`src/rtl/cpu_ctrl_fsm.sv`:
```
// Multicycle fetch/decode/execute/memory/writeback controller for the 16-bit CR16-style datapath.
// All enables are decoded combinationally from the current state and the IR contents.
//
// state  | meaning
// FETCH  | read instruction at PC, load IR on mem_ready
// DECODE | register file read settles, pick instruction class
// EXEC   | ALU op, writeback, PSR capture, PC+1
// MEM    | LOAD/STOR data access at Rsrc, wait on mem_ready
// BRANCH | Bcond: PC+disp8 or PC+1
// JUMP   | Jcond: PC=Rsrc or PC+1
// JAL    | Rdest=PC+1, PC=Rsrc
module cpu_ctrl_fsm #(
    parameter int         WIDTH       = 16,
    parameter logic [2:0] RESET_STATE = 3'd0
) (
    input  logic             clk,
    input  logic             rst_n,
    input  logic [WIDTH-1:0] instr,
    input  logic [4:0]       flags,
    input  logic             mem_ready,
    output logic             ir_we,
    output logic             pc_we,
    output logic [1:0]       pc_sel,
    output logic             addr_sel,
    output logic             mem_req,
    output logic             mem_we,
    output logic             reg_we,
    output logic [1:0]       wb_sel,
    output logic [7:0]       alu_op,
    output logic             alu_imm_sel,
    output logic             imm_zext,
    output logic             psr_we,
    output logic [2:0]       state
);

    typedef enum logic [2:0] {
        FETCH  = 3'd0,
        DECODE = 3'd1,
        EXEC   = 3'd2,
        MEM    = 3'd3,
        BRANCH = 3'd4,
        JUMP   = 3'd5,
        JAL    = 3'd6
    } state_t;

    state_t cur_state, nxt_state;

    logic [3:0] opc, cond, ext;
    logic       unused_imm;
    logic       flag_n, flag_z, flag_l, flag_f, flag_c;
    logic       is_load, is_stor, is_jal, is_jump, is_bcond;
    logic       alu_valid, alu_imm, alu_zext, no_wb, cond_true;

    assign opc        = instr[15:12];
    assign cond       = instr[11:8];
    assign ext        = instr[7:4];
    assign unused_imm = ^instr[3:0];
    assign {flag_n, flag_z, flag_l, flag_f, flag_c} = flags;

    always_comb begin
        is_load  = (opc == 4'b0100) && (ext == 4'b0000);
        is_stor  = (opc == 4'b0100) && (ext == 4'b0100);
        is_jal   = (opc == 4'b0100) && (ext == 4'b1000);
        is_jump  = (opc == 4'b0100) && (ext == 4'b1100);
        is_bcond = (opc == 4'b1100);

        case (opc)
            4'b0000: alu_valid = ext inside {4'b0001, 4'b0010, 4'b0011, 4'b0101,
                                             4'b0110, 4'b1001, 4'b1011, 4'b1101};
            4'b1000: alu_valid = ext inside {4'b0000, 4'b0001, 4'b0010, 4'b0011,
                                             4'b0100, 4'b0110};
            4'b0001, 4'b0010, 4'b0011, 4'b0101, 4'b0110,
            4'b1001, 4'b1011, 4'b1101, 4'b1111: alu_valid = 1'b1;
            default: alu_valid = 1'b0;
        endcase

        alu_imm  = (opc inside {4'b0001, 4'b0010, 4'b0011, 4'b0101, 4'b0110,
                                4'b1001, 4'b1011, 4'b1101, 4'b1111})
                   || ((opc == 4'b1000) && !ext[2]);
        alu_zext = opc inside {4'b0001, 4'b0010, 4'b0011, 4'b1101, 4'b1111};
        // compares only update the PSR
        no_wb    = ((opc == 4'b0000) && (ext == 4'b1011)) || (opc == 4'b1011);
    end

    always_comb begin
        case (cond)
            4'b0000: cond_true = flag_z;
            4'b0001: cond_true = !flag_z;
            4'b0010: cond_true = flag_c;
            4'b0011: cond_true = !flag_c;
            4'b0100: cond_true = flag_l;
            4'b0101: cond_true = !flag_l;
            4'b0110: cond_true = flag_n;
            4'b0111: cond_true = !flag_n;
            4'b1000: cond_true = flag_f;
            4'b1001: cond_true = !flag_f;
            4'b1010: cond_true = !flag_l && !flag_z;
            4'b1011: cond_true = flag_l || flag_z;
            4'b1100: cond_true = !flag_n && !flag_z;
            4'b1101: cond_true = flag_n || flag_z;
            4'b1110: cond_true = 1'b1;
            default: cond_true = 1'b0;
        endcase
    end

    always_ff @(posedge clk or negedge rst_n) begin
        if (!rst_n) begin
            cur_state <= state_t'(RESET_STATE);
        end else begin
            cur_state <= nxt_state;
        end
    end

    always_comb begin
        nxt_state   = cur_state;
        ir_we       = 1'b0;
        pc_we       = 1'b0;
        pc_sel      = 2'b00;
        addr_sel    = 1'b0;
        mem_req     = 1'b0;
        mem_we      = 1'b0;
        reg_we      = 1'b0;
        wb_sel      = 2'b00;
        alu_op      = 8'h00;
        alu_imm_sel = 1'b0;
        imm_zext    = 1'b0;
        psr_we      = 1'b0;

        case (cur_state)
            FETCH: begin
                mem_req = 1'b1;
                if (mem_ready) begin
                    ir_we     = 1'b1;
                    nxt_state = DECODE;
                end
            end
            DECODE: begin
                if (is_load || is_stor) nxt_state = MEM;
                else if (is_jal)        nxt_state = JAL;
                else if (is_jump)       nxt_state = JUMP;
                else if (is_bcond)      nxt_state = BRANCH;
                else                    nxt_state = EXEC;
            end
            EXEC: begin
                alu_op = {opc, ext};
                pc_we  = 1'b1;
                if (alu_valid) begin
                    psr_we      = 1'b1;
                    reg_we      = !no_wb;
                    alu_imm_sel = alu_imm;
                    imm_zext    = alu_zext;
                end
                nxt_state = FETCH;
            end
            MEM: begin
                addr_sel = 1'b1;
                mem_req  = 1'b1;
                mem_we   = is_stor;
                if (mem_ready) begin
                    pc_we     = 1'b1;
                    reg_we    = is_load;
                    wb_sel    = is_load ? 2'b01 : 2'b00;
                    nxt_state = FETCH;
                end
            end
            BRANCH: begin
                pc_we     = 1'b1;
                pc_sel    = cond_true ? 2'b01 : 2'b00;
                nxt_state = FETCH;
            end
            JUMP: begin
                pc_we     = 1'b1;
                pc_sel    = cond_true ? 2'b10 : 2'b00;
                nxt_state = FETCH;
            end
            JAL: begin
                reg_we    = 1'b1;
                wb_sel    = 2'b10;
                pc_we     = 1'b1;
                pc_sel    = 2'b10;
                nxt_state = FETCH;
            end
            default: nxt_state = FETCH;
        endcase

        // reset quiets the datapath even though FETCH would otherwise request memory
        if (!rst_n) begin
            ir_we       = 1'b0;
            pc_we       = 1'b0;
            pc_sel      = 2'b00;
            addr_sel    = 1'b0;
            mem_req     = 1'b0;
            mem_we      = 1'b0;
            reg_we      = 1'b0;
            wb_sel      = 2'b00;
            alu_op      = 8'h00;
            alu_imm_sel = 1'b0;
            imm_zext    = 1'b0;
            psr_we      = 1'b0;
        end
    end

    assign state = cur_state;

endmodule

```
`config.mk`:
```
export PLATFORM = sky130hd
export DESIGN_NAME = cpu_ctrl_fsm
export DESIGN_NICKNAME = d
export VERILOG_FILES = /design/src/rtl/cpu_ctrl_fsm.sv
export SDC_FILE = /design/constraint.sdc
export NUM_CORES = 1
export LEC_CHECK = 0
export CELL_PAD_IN_SITES_DETAIL_PLACEMENT = 0
export CELL_PAD_IN_SITES_GLOBAL_PLACEMENT = 1
export CORE_MARGIN = 2
export CORE_UTILIZATION = 22
export DETAILED_ROUTE_END_ITERATION = 6
export HOLD_SLACK_MARGIN = 0.05
export PLACE_DENSITY = 0.78
export SLEW_MARGIN = 15
export SYNTH_ARGS = -nofsm -noshare
export SYNTH_HDL_FRONTEND = slang
export SYNTH_SLANG_ARGS = --single-unit
```
`constraint.sdc`:
```
create_clock -name clk -period 2.3 [get_ports clk]
set_input_delay 0.46 -clock clk [delete_from_list [all_inputs] [get_ports clk]]
set_output_delay 0.46 -clock clk [all_outputs]
set_load 0.1 [all_outputs]
```
Metal 3:
Cells faint in the background.
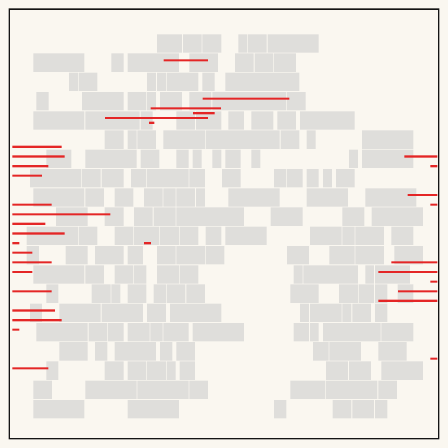
nets with wire on the layer: 33
wire length on this layer: 171 um
share of all routed wire: 6.2%
main direction: horizontal
routed wire length: 2.78 mm
M3 GR Usage: 2.56%
via count: 1099

Clock distribution:
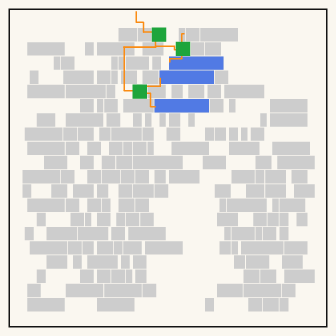
[clock wires] orange | length: 50.5 um
[flip-flops] blue | count: 3
[clock-net drivers] green | count: 3
routed clock nets: 4
Clock Latency Late Sink: 0.23 ns
power in the clock group: 0.0917 mW
Worst Skew: 0.00180 ns
Clk pwr share: 7.2%

M1 wires:
Scale bar: 20 um. Supply wires on this layer in gray.
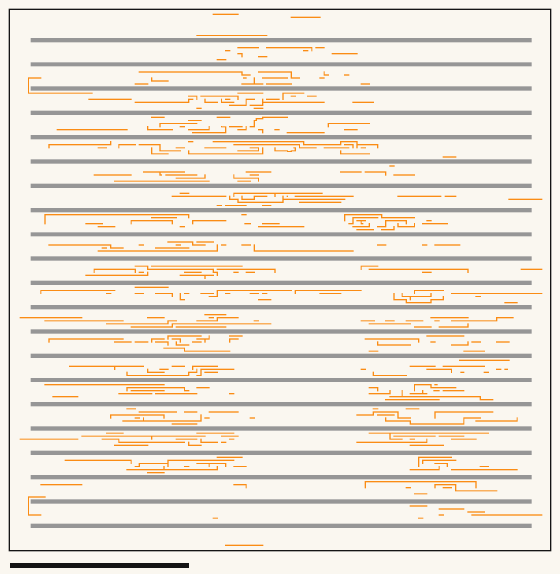
longest straight run: 16.1 um
share of all routed wire: 41%
met1 usage: 19.7%

==> notes.md <==
flow finished, numbers: outcome=completed, number of top-level pins=48, slew margin rel.=78.2%, Max stage delay on crit path=0.26 ns, met3 WL=approximately 170 um, Area leader share=10.7%, top sig layer=met4, sw frac=60.6%, Detail Placement HPWL=2.20 mm, RSZ-0062 raised after global routing=yes, critical path's top delay family=buffers and inverters, final hold slack=0.339 ns, Die Y=~60 um, Mux area share=2.85%, die area=3660 um^2, r2r worst-path depth=2, Tapcell Cnt=44, initial drt markers=a little over 40, commonest cells after routing, fill and taps aside=buf_4, buf_12, nor2_1, nand2_1, and2_2, crit-path max FO=4, Synth top cell by count=a21oi_1, Final ANT Viol Nets=0, ys flops=3, syn nets=around 140, slew of the pin with the lowest slew margin=0.324 ns, Cells after Synth=111, cell row count=20, Layout Cells excl Fill=between 200 and 250, area grow syn2layout=167%, worst setup margin=approximately 0.034 ns, pre-CTS WS=-0.448 ns
Power figures rest on the tool's default switching activity, not on a simulated workload.
